===== src/rtl/axis_packetizer_v2.sv =====
// AXI-Stream packetizer: frames a sample stream into packets of configurable length,
// with an optional header beat carrying {seq, len} and an idle timeout for short packets.
module axis_packetizer_v2 #(
  parameter int DATA_W    = 32,
  parameter int USER_W    = 8,
  parameter int MAX_LEN   = 256,
  parameter int TIMEOUT_W = 16,
  parameter int SEQ_W     = 16,
  localparam int LEN_W    = $clog2(MAX_LEN + 1)
) (
  input  logic                 clk,
  input  logic                 rst_n,
  input  logic [LEN_W-1:0]     cfg_pkt_len,
  input  logic [TIMEOUT_W-1:0] cfg_timeout,
  input  logic                 cfg_hdr_en,
  input  logic [DATA_W-1:0]    s_tdata,
  input  logic [USER_W-1:0]    s_tuser,
  input  logic                 s_tvalid,
  output logic                 s_tready,
  output logic [DATA_W-1:0]    m_tdata,
  output logic [USER_W-1:0]    m_tuser,
  output logic                 m_tvalid,
  output logic                 m_tlast,
  output logic                 m_thdr,
  input  logic                 m_tready,
  output logic [31:0]          stat_pkt_cnt,
  output logic [15:0]          stat_trunc_cnt,
  output logic                 busy
);

  localparam logic [LEN_W-1:0] MAX_LEN_L = LEN_W'(MAX_LEN);

  // Hold stage H
  logic                 hv_reg, hv_next;
  logic [DATA_W-1:0]    h_data_reg, h_data_next;
  logic [USER_W-1:0]    h_user_reg, h_user_next;
  logic [LEN_W-1:0]     idx_reg, idx_next;
  logic [LEN_W-1:0]     len_q_reg, len_q_next;
  logic                 hdr_pend_reg, hdr_pend_next;
  logic [TIMEOUT_W-1:0] timer_reg, timer_next;
  logic [SEQ_W-1:0]     seq_reg, seq_next;

  // Output stage O
  logic                 m_tvalid_reg, m_tvalid_next;
  logic [DATA_W-1:0]    m_tdata_reg, m_tdata_next;
  logic [USER_W-1:0]    m_tuser_reg, m_tuser_next;
  logic                 m_tlast_reg, m_tlast_next;
  logic                 m_thdr_reg, m_thdr_next;

  // Statistics
  logic [31:0]          pkt_cnt_reg, pkt_cnt_next;
  logic [15:0]          trunc_cnt_reg, trunc_cnt_next;

  // Control
  logic [LEN_W-1:0]     len_clamped;
  logic                 o_free;
  logic                 h_count_last;
  logic [TIMEOUT_W:0]   timer_inc;
  logic                 timed_out;
  logic                 h_rel;
  logic                 rel_last;
  logic                 rel_trunc;
  logic                 hdr_load;
  logic                 h_load;
  logic [LEN_W-1:0]     load_idx;
  logic                 first_load;
  logic [15:0]          len_ext;
  logic [DATA_W-1:0]    hdr_word;

  always_comb begin
    len_clamped = cfg_pkt_len;
    if (cfg_pkt_len == '0) begin
      len_clamped = LEN_W'(1);
    end else if (cfg_pkt_len > MAX_LEN_L) begin
      len_clamped = MAX_LEN_L;
    end
  end

  assign o_free       = !m_tvalid_reg || m_tready;
  // idx counts beats loaded so far, so the beat in H is count-last when idx equals len.
  assign h_count_last = hv_reg && (idx_reg == len_q_reg);
  assign timer_inc    = {1'b0, timer_reg} + {{TIMEOUT_W{1'b0}}, 1'b1};
  assign timed_out    = hv_reg && !hdr_pend_reg && (cfg_timeout != '0)
                        && (timer_inc >= {1'b0, cfg_timeout});

  assign h_rel     = hv_reg && o_free && !hdr_pend_reg
                     && (h_count_last || s_tvalid || timed_out);
  assign rel_last  = h_count_last || !s_tvalid;
  assign rel_trunc = h_rel && !h_count_last && !s_tvalid;
  assign hdr_load  = o_free && hdr_pend_reg;

  assign s_tready   = rst_n && (!hv_reg || h_rel);
  assign h_load     = s_tvalid && s_tready;
  // A beat arriving alongside a closing release starts the next packet.
  assign load_idx   = (h_rel && rel_last) ? '0 : idx_reg;
  assign first_load = h_load && (load_idx == '0);

  assign len_ext = 16'(len_q_reg);

  generate
    for (genvar gi = 0; gi < DATA_W; gi++) begin : g_hdr
      if (gi < 16) begin : g_len
        assign hdr_word[gi] = len_ext[gi];
      end else if (gi < 16 + SEQ_W) begin : g_seq
        assign hdr_word[gi] = seq_reg[gi-16];
      end else begin : g_zero
        assign hdr_word[gi] = 1'b0;
      end
    end
  endgenerate

  always_comb begin
    hv_next       = hv_reg;
    h_data_next   = h_data_reg;
    h_user_next   = h_user_reg;
    idx_next      = idx_reg;
    len_q_next    = len_q_reg;
    hdr_pend_next = hdr_pend_reg;
    timer_next    = timer_reg;
    seq_next      = seq_reg;

    if (h_load) begin
      hv_next     = 1'b1;
      h_data_next = s_tdata;
      h_user_next = s_tuser;
      idx_next    = load_idx + LEN_W'(1);
    end else if (h_rel) begin
      hv_next = 1'b0;
      if (rel_last) begin
        idx_next = '0;
      end
    end

    if (first_load) begin
      len_q_next    = len_clamped;
      hdr_pend_next = cfg_hdr_en;
    end else if (hdr_load) begin
      hdr_pend_next = 1'b0;
    end

    // Saturating so an expiry stays asserted while O is stalled.
    if (h_load || h_rel) begin
      timer_next = '0;
    end else if (hv_reg && !hdr_pend_reg && (timer_reg != '1)) begin
      timer_next = timer_reg + TIMEOUT_W'(1);
    end

    if (h_rel && rel_last) begin
      seq_next = seq_reg + SEQ_W'(1);
    end
  end

  always_comb begin
    m_tvalid_next = m_tvalid_reg;
    m_tdata_next  = m_tdata_reg;
    m_tuser_next  = m_tuser_reg;
    m_tlast_next  = m_tlast_reg;
    m_thdr_next   = m_thdr_reg;

    if (hdr_load) begin
      m_tvalid_next = 1'b1;
      m_tdata_next  = hdr_word;
      m_tuser_next  = '0;
      m_tlast_next  = 1'b0;
      m_thdr_next   = 1'b1;
    end else if (h_rel) begin
      m_tvalid_next = 1'b1;
      m_tdata_next  = h_data_reg;
      m_tuser_next  = h_user_reg;
      m_tlast_next  = rel_last;
      m_thdr_next   = 1'b0;
    end else if (m_tready) begin
      m_tvalid_next = 1'b0;
    end
  end

  always_comb begin
    pkt_cnt_next   = pkt_cnt_reg;
    trunc_cnt_next = trunc_cnt_reg;
    if (m_tvalid_reg && m_tready && m_tlast_reg) begin
      pkt_cnt_next = pkt_cnt_reg + 32'd1;
    end
    if (rel_trunc && (trunc_cnt_reg != 16'hFFFF)) begin
      trunc_cnt_next = trunc_cnt_reg + 16'd1;
    end
  end

  always_ff @(posedge clk or negedge rst_n) begin
    if (!rst_n) begin
      hv_reg       <= 1'b0;
      h_data_reg   <= '0;
      h_user_reg   <= '0;
      idx_reg      <= '0;
      len_q_reg    <= '0;
      hdr_pend_reg <= 1'b0;
      timer_reg    <= '0;
      seq_reg      <= '0;
    end else begin
      hv_reg       <= hv_next;
      h_data_reg   <= h_data_next;
      h_user_reg   <= h_user_next;
      idx_reg      <= idx_next;
      len_q_reg    <= len_q_next;
      hdr_pend_reg <= hdr_pend_next;
      timer_reg    <= timer_next;
      seq_reg      <= seq_next;
    end
  end

  always_ff @(posedge clk or negedge rst_n) begin
    if (!rst_n) begin
      m_tvalid_reg <= 1'b0;
      m_tdata_reg  <= '0;
      m_tuser_reg  <= '0;
      m_tlast_reg  <= 1'b0;
      m_thdr_reg   <= 1'b0;
    end else begin
      m_tvalid_reg <= m_tvalid_next;
      m_tdata_reg  <= m_tdata_next;
      m_tuser_reg  <= m_tuser_next;
      m_tlast_reg  <= m_tlast_next;
      m_thdr_reg   <= m_thdr_next;
    end
  end

  always_ff @(posedge clk or negedge rst_n) begin
    if (!rst_n) begin
      pkt_cnt_reg   <= '0;
      trunc_cnt_reg <= '0;
    end else begin
      pkt_cnt_reg   <= pkt_cnt_next;
      trunc_cnt_reg <= trunc_cnt_next;
    end
  end

  assign m_tvalid       = m_tvalid_reg;
  assign m_tdata        = m_tdata_reg;
  assign m_tuser        = m_tuser_reg;
  assign m_tlast        = m_tlast_reg;
  assign m_thdr         = m_thdr_reg;
  assign stat_pkt_cnt   = pkt_cnt_reg;
  assign stat_trunc_cnt = trunc_cnt_reg;
  assign busy           = hv_reg || m_tvalid_reg || (idx_reg != '0);

endmodule


===== config.mk =====
export PLATFORM = sky130hd
export DESIGN_NAME = axis_packetizer_v2
export DESIGN_NICKNAME = d
export VERILOG_FILES = /design/src/rtl/axis_packetizer_v2.sv
export SDC_FILE = /design/constraint.sdc
export NUM_CORES = 1
export LEC_CHECK = 0
export CAP_MARGIN = 10
export CORE_MARGIN = 2
export CORE_UTILIZATION = 57
export CTS_CLUSTER_DIAMETER = 200
export DETAILED_ROUTE_END_ITERATION = 12
export PLACE_DENSITY_LB_ADDON = 0.25
export SYNTH_ARGS = -nofsm -noshare
export SYNTH_HDL_FRONTEND = slang
export SYNTH_SLANG_ARGS = --single-unit

===== constraint.sdc =====
create_clock -name clk -period 9.5 [get_ports clk]
set_clock_uncertainty 0.2 [all_clocks]
set_input_delay 0.95 -clock clk [delete_from_list [all_inputs] [get_ports clk]]
set_output_delay 0.95 -clock clk [all_outputs]
set_load 0.03 [all_outputs]

Figure 1. Cell sizes after repair (run 1).
The bar under the picture is 50 µm long.
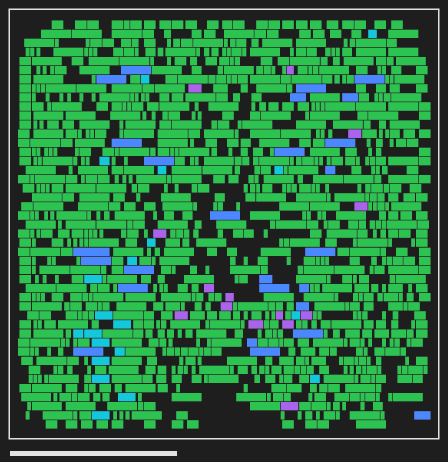
drive 6 and up -> blue  # cells 26, share 2.5%, most used clkbuf_16
drive 2 -> purple  # cells 14, share 1.3%, most used mux2_2
drive 1 or less -> green  # cells 998, share 94%, most used dfrtp_1
drive 3 to 4 -> cyan  # cells 20, share 1.9%, most used mux2_4
area added between synthesis and finish: 26.7%
Finished Cell Area: 11100 µm²
worst path setup slack after routing: 2.93 ns

Figure 2. Clock distribution (run 1).
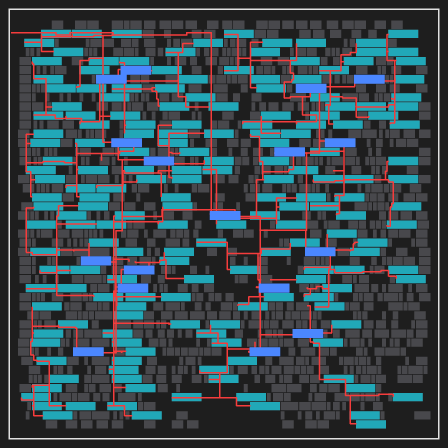
cells driving clock nets -> blue  # count 17
flip-flops -> cyan  # count 183
clock wires -> red  # length 2010 µm
flops lie = widely spread
power of the clock network: 0.697 mW
Skew-Pair Late Insertion Delay: 0.42 ns
part of the total power dissipated in the clock network: 25.7%

==> results_slide.txt, run 1 <==
Key Metrics from the Run

Finish
  • Comb gates: roughly 650
  • Layout net count: 1137
  • Top Layout Cells: 183 x sky130_fd_sc_hd__dfrtp_1, 180 x sky130_fd_sc_hd__nand2_1, 161 x sky130_fd_sc_hd__clkdlybuf4s50_1, 98 x sky130_fd_sc_hd__nor2_1, 61 x sky130_fd_sc_hd__xnor2_1
  • Registers: 183
  • ClkCell Share: 5.29%
  • Flop share of the area: 41.1%
  • Clk_buf instances: 19
  • Share of cells above drive strength 1: 5.67%
  • Cell type taking the most area: sequential cells

Detailed routing
  • Highest metal layer with signal wires: met4
  • Count of TritonRoute iterations in the first routing pass: 4

Power and ir drop
  • Main power group: registers
  • Power share of the sequential group: 41.0%
  • Switching power as a share of total power: 35.5%
  • Gate power share: roughly a third
  • Worst IR Drop VDD: 0.000192 V

Synthesis
  • Cell area after synthesis: 8790 µm²
  • Dominant kind of combinational cell: simple AND/OR/NAND/NOR gates
  • MUX area fraction: 6.85%
  • Post-synthesis sequential area ratio: between 50% and 60%
  • Syn avg cell area: 9.86 µm²
  • Synthesized Nets: 983
  • Area of the synthesized netlist per yosys stat: 8790 µm²

Floorplan
  • Core region area: 15100 µm²
  • DIE WIDTH: 128 µm

GRT
  • Met2 Use GR: 39.8%
  • GRT Max-Usage Layer: met2
  • Global-route total usage across every layer: 24.8%
  • Maximum number of pins on one net before global-route repair: 109

Placed design
  • Placement Setup Slack: 3.42 ns
  • Cell count after placement: 1214
  • Post-DP HPWL: ~13000 µm

Critical path
  • Library cell contributing the largest single delay on the critical path: sky130_fd_sc_hd__nor4_1
  • Setup slack of the worst register-to-register path: ~4.3 ns
  • Critical R2R Launch: timer_reg[0]
  • Count of buffer and inverter cells on the critical path: 2
  • Crit path to: s_tready
  • Capture point of the worst reg-to-reg path: timer_reg[3]
  • Cell count of the worst reg-to-reg path: 14

Run status
  • Status: finished, final reports clean

Clock network
  • Hold-fix buffer count after cts: 0
  • Post-cts gate resize count: 0
Figure 3. Sequential cells grouped by signal name (run 1).
The bar under the picture is 50 µm long. Other sequential cells in the stronger gray, the rest of the logic in the fainter gray.
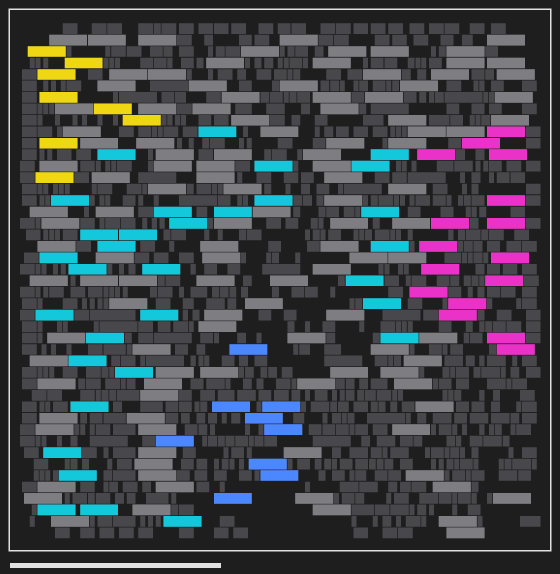
stat_trunc_cnt -> magenta  # flops 16, where right middle
h_user_reg -> yellow  # flops 8, where top left
idx_reg -> blue  # flops 9, where bottom middle
m_tdata -> cyan  # flops 32
not colored = 118
seq pwr: 1.11 mW
core utilization of the finished layout: 73.6%

## run 1: cells in the mapped netlist, drive strengths merged
library cell / instances / area [µm²]
o311a: 1 / 10.0
and3: 18 / 113
nand2b: 4 / 25.0
nor3b: 1 / 7.51
xnor2: 61 / 534
o2111a: 1 / 12.5
and2: 7 / 46.3
a21oi: 37 / 185
and4: 2 / 17.5
a21o: 2 / 15.0
nor3: 16 / 80.1
mux2: 14 / 191
or2: 1 / 6.26
clkbuf: 19 / 71.3
buf: 11 / 63.8
or4: 1 / 7.51
or4b: 1 / 10.0
nor4: 12 / 75.1
nor2b: 12 / 75.1
dfrtp: 183 / 4580
nand3: 29 / 145
xor2: 44 / 385
mux2i: 41 / 410
nand4b: 1 / 8.76
nand2: 181 / 682
a41oi: 1 / 8.76
a221oi: 1 / 15.0
or3: 4 / 25.0
inv: 28 / 105
o21ai: 9 / 45.0
ha: 22 / 275
a211oi: 2 / 15.0
o2111ai: 2 / 17.5
nor2: 98 / 368
nand4: 21 / 131
a221o: 1 / 10.0
o21a: 1 / 7.51
nor4b: 1 / 8.76
## run 1: worst min path at each step
stage / startpoint / endpoint / slack [ns] / cells past startpoint
floorplan: seq_reg[15] / seq_reg[15] / 0.24 / 1
global placement: h_data_reg[4] / h_data_reg[4] / 0.26 / 2
finish: stat_pkt_cnt[31] / stat_pkt_cnt[31] / 0.28 / 1
global route: stat_pkt_cnt[31] / stat_pkt_cnt[31] / 0.28 / 1
CTS: h_data_reg[15] / h_data_reg[15] / 0.28 / 2
detailed placement: h_data_reg[25] / h_data_reg[25] / 0.26 / 2
## Run 2: what changed since run 1
- CORE_UTILIZATION: 57 -> 53
- clock period: 9.5 -> 6.3 ns (I/O delays scaled with it)
Figure 4. Cell sizes after repair (run 2).
The bar under the picture is 50 µm long.
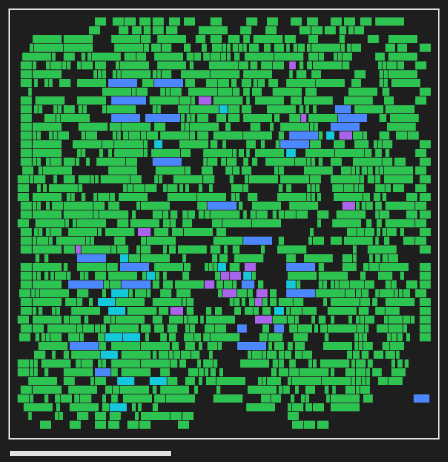
drive 1 or less -> green  # cells 998, share 94%, most used dfrtp_1
drive 6 and up -> blue  # cells 26, share 2.5%, most used clkbuf_16
drive 3 to 4 -> cyan  # cells 19, share 1.8%, most used mux2_4
drive 2 -> purple  # cells 16, share 1.5%, most used mux2_2
worst path setup slack after routing: 0.494 ns
Finished Cell Area: 11200 µm²
area added between synthesis and finish: 27.7%

==> run 2 against run 1 <==
Against the previous run:
- first-iteration DRC count down 7.5%
- largest cell class unchanged
- non-clock buffer count grew 1
- via count down 1.0%
- global-route usage fell by 2.5 points
- sequential cell count stayed put
- sequential share of layout area decreased by 0.29 points
- final area grew 0.72%
==> results_slide.txt, run 2 <==
Key Metrics from the Run

Finish
  • Top Layout Cells: 183 x sky130_fd_sc_hd__dfrtp_1, 180 x sky130_fd_sc_hd__nand2_1, 161 x sky130_fd_sc_hd__clkdlybuf4s50_1, 98 x sky130_fd_sc_hd__nor2_1, 61 x sky130_fd_sc_hd__xnor2_1
  • Share of cells above drive strength 1: 5.76% (+0.089 points)
  • Layout net count: 1138 (+0.088%)

Power and ir drop
  • Power share of the sequential group: 40.4% (-0.6 points)
  • Gate power share: 32.8% (-0.5 points)
  • Main power group: registers
  • Worst IR Drop VDD: 0.000266 V (+39%)
  • Switching power as a share of total power: 34.5% (-0.99 points)

Clock network
  • Hold-fix buffer count after cts: 0 (unchanged)
  • Skew-Pair Late Insertion Delay: 0.43 ns (about the same)

Synthesis
  • Synthesized Nets: 983 (unchanged)
  • Post-synthesis sequential area ratio: 52.1% (unchanged)
  • Proportion of synthesized flip-flops having asynchronous set or reset: 100% (unchanged)
  • Most frequent cells after synthesis: 183 x sky130_fd_sc_hd__dfrtp_1, 180 x sky130_fd_sc_hd__nand2_1, 98 x sky130_fd_sc_hd__nor2_1
  • Area of the synthesized netlist per yosys stat: 8790 µm² (unchanged)
  • Yosys top cell by area: sky130_fd_sc_hd__dfrtp_1
  • Syn avg cell area: 9.86 µm² (unchanged)
  • Cell area after synthesis: 8790 µm² (unchanged)
  • Synth area leaders: sky130_fd_sc_hd__dfrtp_1 52%, sky130_fd_sc_hd__nand2_1 7.7%, sky130_fd_sc_hd__xnor2_1 6.1%
  • Count leader, synth: sky130_fd_sc_hd__dfrtp_1
  • Number of enable flip-flop cells: 0 (unchanged)

GRT
  • Global-route total usage across every layer: 22.3% (-2.5 points)
  • GRT Max-Usage Layer: met2
  • Met2 Use GR: 35.1% (-4.7 points)
  • Maximum number of pins on one net before global-route repair: 112 (+2.8%)

Detailed routing
  • Count of TritonRoute iterations in the first routing pass: 5 (+1)
  • Highest metal layer with signal wires: met4

Floorplan
  • Core region area: 16400 µm² (+8.3%)

Critical path
  • Count of buffer and inverter cells on the critical path: 1 (-1)
  • Setup slack of the worst register-to-register path: 1.02 ns (-3.28 ns)

Placed design
  • Post-DP HPWL: 13300 µm (-0.19%)
  • Placement Setup Slack: 0.953 ns (-2.46 ns)

Run status
  • Status: finished, final reports clean
-- run 2: cell counts after synthesis --
Identical to the previous run, type by type.
-- run 2: metrics by stage --
stage	util, %	power (mW)	hold slack [ns]	std cells
6_report	68.4	4.14	0.115	1279
5_1_grt	68.4	4.35	0.192	1279
4_1_cts	68.4	4.17	0.154	1279
3_5_place_dp	64.6	3.05	0.261	1247
3_3_place_gp	64.6	3.02	0.256	1247
2_1_floorplan	-	2.52	0.134	891
-- run 2: area by class of cell --
cell class | count | area, µm² | share of cell area [%]
Multi-Input combinational cell | 650 | 3980 | 35.5
Inverter | 28 | 105 | 0.937
Clock buffer | 19 | 453 | 4.04
Clock inverter | 13 | 169 | 1.51
Timing Repair Buffer | 166 | 1660 | 14.8
Sequential cell | 183 | 4580 | 40.8
Tap cell | 220 | 275 | 2.45
-- run 2: final timing paths --
| path | from | to | cells past startpoint |
|---|---|---|---|
| min in group clk | stat_pkt_cnt[31] | stat_pkt_cnt[31] | 1 |
| setup reg to reg | timer_reg[0] | timer_reg[1] | 14 |
| hold / removal | rst_n | timer_reg[8] | 1 |
| setup / recovery | timer_reg[0] | s_tready | 15 |
| hold reg to reg | stat_pkt_cnt[31] | stat_pkt_cnt[31] | 1 |
| max in group asynchronous | rst_n | m_tdata[13] | 2 |
-- run 2: cells by family (layout without fill, tap and decap cells) --
family	after synthesis	in the layout	share of synthesized area (%)
xor gates and xnor gates	105	105	10.5
buffers and inverters	58	226	2.73
DFF	183	183	52.1
AOI/OAI and AO/OA	58	58	3.89
and+or+nand+nor	410	410	20.8
adders and majority gates	22	22	3.13
muxes	55	55	6.85
## Run 3: what changed since run 2
- ABC_CLOCK_PERIOD_IN_PS: unset -> 6300
Figure 5. Clock distribution (run 3).
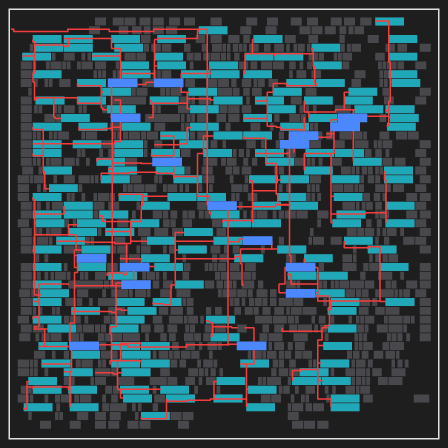
part of the total power dissipated in the clock network: 26.8%
power of the clock network: 1.11 mW

==> run 3 against run 2 <==
Against the previous run:
- routed wire length unchanged
- global-route usage unchanged
- non-clock buffer count unchanged
- cell count is the same
- first-iteration DRC count is the same
- sequential cell count stayed put
- sequential share of layout area is the same
- sequential power barely moved
- area after synthesis unchanged
- critical path depth is the same
- largest power group unchanged
- fmax stayed put
- die area did not move
==> results_slide.txt, run 3 <==
Key Metrics from the Run

Run status
  • Status: finished, final reports clean

Power and ir drop
  • Gate power share: 32.8% (about the same)
  • Power share of the sequential group: 40.4% (about the same)
  • Worst IR Drop VDD: 0.000266 V (unchanged)
  • Main power group: registers
  • Power after layout: 4.14 mW (unchanged)

Timing
  • Worst path setup slack after routing: 0.494 ns (unchanged)

Floorplan
  • Core region area: 16400 µm² (unchanged)

Synthesis
  • Most frequent cells after synthesis: 183 x sky130_fd_sc_hd__dfrtp_1, 180 x sky130_fd_sc_hd__nand2_1, 98 x sky130_fd_sc_hd__nor2_1
  • Syn avg cell area: 9.86 µm² (unchanged)
  • Area of the synthesized netlist per yosys stat: 8790 µm² (unchanged)
  • Synth area leaders: sky130_fd_sc_hd__dfrtp_1 52%, sky130_fd_sc_hd__nand2_1 7.7%, sky130_fd_sc_hd__xnor2_1 6.1%
  • Post-synthesis share of cell area spent on and, or, nand and nor gates: 20.8% (unchanged)
  • Adders+Majority by Area: 3.13% (unchanged)
  • Cell area after synthesis: 8790 µm² (unchanged)
  • Synthesized Nets: 983 (unchanged)

GRT
  • GRT Max-Usage Layer: met2
  • Maximum number of pins on one net before global-route repair: 112 (unchanged)
  • Global-route total usage across every layer: 22.3% (unchanged)

Clock network
  • Hold-fix buffer count after cts: 0 (unchanged)

Detailed routing
  • Highest metal layer with signal wires: met4
[run 3: cell counts in the layout (fill, tap and decap cells not counted)]
No cell type changed its count.
[run 3: final timing paths]
| path | slack, ns | to | start | cells after the start |
|---|---|---|---|---|
| min | 0.12 | timer_reg[8] | rst_n | 1 |
| min reg2reg | 0.27 | stat_pkt_cnt[31] | stat_pkt_cnt[31] | 1 |
| max reg2reg | 1.02 | timer_reg[1] | timer_reg[0] | 14 |
| min in group clk | 0.27 | stat_pkt_cnt[31] | stat_pkt_cnt[31] | 1 |
| max | 0.49 | s_tready | timer_reg[0] | 15 |
| max in group asynchronous | 4.27 | m_tdata[13] | rst_n | 2 |
[run 3: area by class of cell]
class	count	area [µm²]
Fill cell	1252	5190
Sequential cell	183	4580
Multi-Input combinational cell	650	3980
Timing Repair Buffer	166	1660
Clock buffer	19	453
Tap cell	220	275
Clock inverter	13	169
Inverter	28	105
[run 3: critical path, stage by stage (launching register included)]
cell and delay (ns):
sky130_fd_sc_hd__dfrtp_1 0.40, sky130_fd_sc_hd__ha_1 0.24, sky130_fd_sc_hd__nand3_1 0.19, sky130_fd_sc_hd__nor4_1 0.74
sky130_fd_sc_hd__and3_1 0.25, sky130_fd_sc_hd__nand3_1 0.11, sky130_fd_sc_hd__xnor2_1 0.15, sky130_fd_sc_hd__ha_1 0.28
sky130_fd_sc_hd__and3_1 0.18, sky130_fd_sc_hd__nand4_1 0.15, sky130_fd_sc_hd__or4b_2 0.62, sky130_fd_sc_hd__a21oi_1 0.22
sky130_fd_sc_hd__nor3_2 0.08, sky130_fd_sc_hd__nand2_1 0.10, sky130_fd_sc_hd__and2_1 0.13, sky130_fd_sc_hd__clkdlybuf4s50_1 0.72
Power figures rest on the tool's default switching activity, not on a simulated workload.
